Design spi_sram_responder, sky130hd; sources not shown.
detail.png
Window x 33 to 73, y 12 to 52 um. Cells in grey, sequential cells in the stronger grey; small squares are vias.
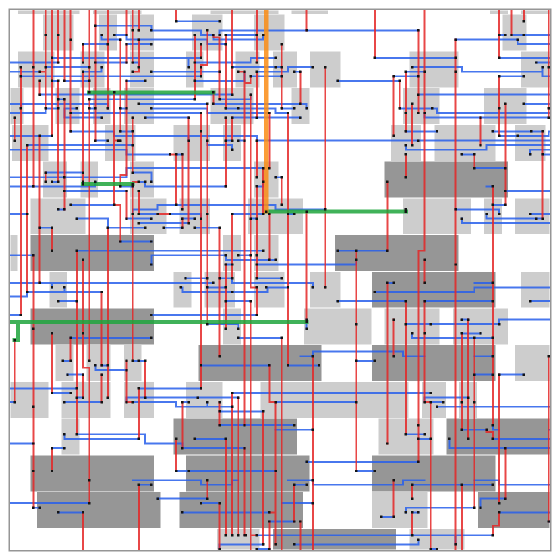
[metal 2] red
[metal 3] green
[metal 1] blue
[metal 4] orange
most frequent: dfrtp_1 (16), nor2_1 (8), mux2_2 (8)
sequential cells in the window: 16
cells with their middle in the window: 85

layer_met3.png
The bar under the picture is 20 um long.
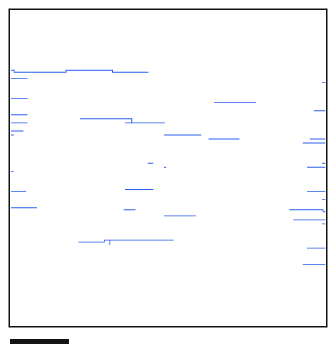
longest straight run: 23.2 um
nets with wire on the layer: 28
share of all routed wire: 3.6%
wire length on this layer: 281 um
main direction: horizontal
via count: 2601
Routed WL: 7810 um
GR met3 Demand/Resource: 3.52%

wires.png
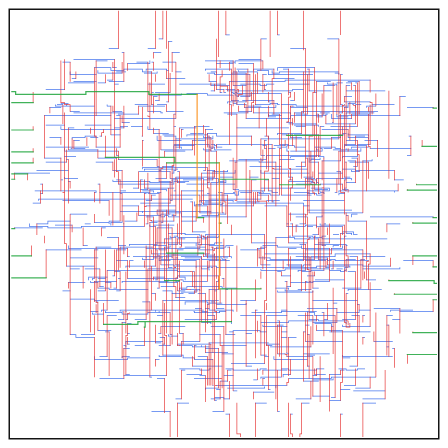
[metal 3] green | wire length: 281 um
[metal 4] orange | wire length: 61.9 um
[metal 1] blue | wire length: 3760 um
[metal 2] red | wire length: 3700 um
Wirelength per Cell: 16.0 um
GRT Util Overall: 14.3%

clk_routes.png
The bar under the picture is 20 um long.
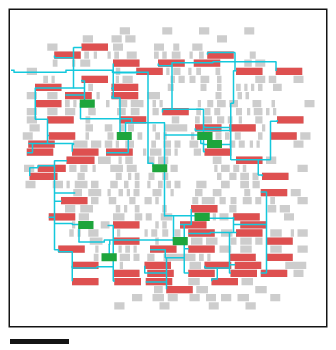
[clock wires] cyan | length: 891 um
[flip-flops] red | count: 64
[clock drivers] green | count: 9
flops lie: all over the die
Clock Latency Late Sink: 0.34 ns
Clk pwr share: 32.8%
clk pwr: 0.000784 W

placement.png
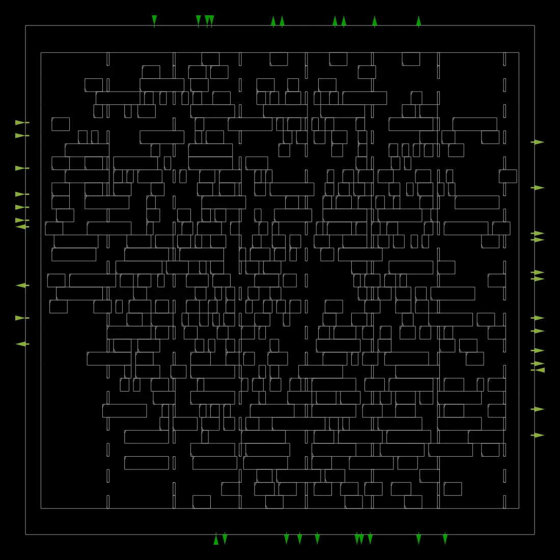
row count: 35
final core utilization: 42.3%
Core Area: 9500 um^2

==> flow_summary.json <==
{
  "ys_area_um2": 3220,
  "area_delta_synth_final_pct": 25.0,
  "p_leak_nw": 1.71,
  "cts.sinks": 64,
  "fmax_mhz": 358,
  "max_cap_viol_count": 0,
  "dp_cells": 473,
  "syn-cell-area_um2": 3220,
  "required_ns": 3.07,
  "via_per_inst": 5.32,
  "synthCells": 310,
  "met3_wirelength_um": 281,
  "post_cts_buffers": 0,
  "async_reset_ff_share_pct": 100,
  "p_per_area_nw_per_um2": 593,
  "top_cell_area_share_pct": 47.4,
  "yosys.cell_types.count": 55,
  "yosys_warnings": 0,
  "dpl.hpwl_um": 5550,
  "antenna_found_initial": 0,
  "grt_max_degree": 65,
  "htree_levels": 3,
  "crit_path_start_kind": "flip-flop",
  "routabilityCongestion": 0.800,
  "met1_usage_pct": 19.5,
  "nets": 376,
  "path_clk_slew_ns": 0.08,
  "grt_pass1_vias": 2607,
  "power.internal_w": 0.00162,
  "first_pass_iters": 4,
  "holdPathStages": 0,
  "met2RoutedLength_um": 3700,
  "edf_count": 0,
  "worstPathArrival_ns": 2.86,
  "cts-buffers-inserted": 9,
  "crit_fanout": 6,
  "cts_tree": "done",
  "outcome": "finished clean",
  "vdd.ir_drop.worst_mv": 0.236,
  "fp_util_pct": 33.9,
  "whs_ns": 0.197,
  "drt_iter0_drc": 82,
  "pre_cts_ws_ns": 0.216,
  "ant_nets": 0,
  "overflow": 0,
  "synth_nets": 331,
  "largest_reg_flops": 16,
  "clockRootBuffer": "clkbuf_8",
  "top_cells_by_count": "dfrtp_1, nand2_1, nor2_1, o21ai_0, mux2_2",
  "die_area_um2": 11300,
  "worstSetupEndpointType": "flip-flop"
}
-- power by group through the flow --
stage	sequential (W)	combinational, W	clock (W)
after floorplan	0.00105	0.000384	0
after CTS	0.00110	0.000513	0.000818
after detailed placement	0.00111	0.000512	0
after global routing	0.00112	0.000569	0.000848
final	0.00110	0.000507	0.000784
after global placement	0.00111	0.000497	0
-- kinds of logic (layout without fill, tap and decap cells) --
family,Yosys count,count (layout),synth area share [%]
muxes,25,25,8.39
DFF,64,64,49.9
xor gates and xnor gates,8,8,2.18
adders and majority gates,8,8,3.11
AOI/OAI and AO/OA,77,77,16.2
buffers and inverters,27,77,3.46
and+or+nand+nor,101,101,16.8
-- final cells by class --
type                            count  area, um^2  share of cell area (%)
Clock buffer                       10         138                    3.42
Timing Repair Buffer               52         508                    12.6
Clock inverter                      6        73.8                    1.84
Sequential cell                    64        1610                    39.9
Inverter                            9        33.8                   0.840
Tap cell                          129         161                    4.01
Multi-Input combinational cell    219        1500                    37.4
-- cell usage in the layout, fill, tap and decap left out, drive strengths merged, types with 2 or more instances in the layout --
master	n
dfstp	3
and4	3
and3	4
or3b	2
clkinv	2
nor4	4
clkdlybuf4s50	42
dfrtp	61
a22o	2
nor3	7
mux2i	9
buf	10
o22ai	10
a32o	4
inv	12
a21oi	14
nor2b	3
xor2	6
nand3	7
nand2	30
and2	5
nor2	18
a211oi	2
xnor2	2
mux2	16
a22oi	5
nor3b	2
o21bai	2
a21boi	2
nand4	4
o32ai	2
o21ai	17
ha	8
o31ai	5
or4b	2
clkbuf	10
nand2b	5
a31oi	3
-- critical path, cell delays in order, from the launching register on --
cell      delay [ns]
dfstp_2         0.53
inv_1           0.05
ha_1            0.26
or4b_1          0.54
buf_4           0.18
nor2_1          0.13
o22ai_1         0.22
buf_4           0.24
a221oi_1        0.25
o31ai_1         0.11
Power figures rest on the tool's default switching activity, not on a simulated workload.
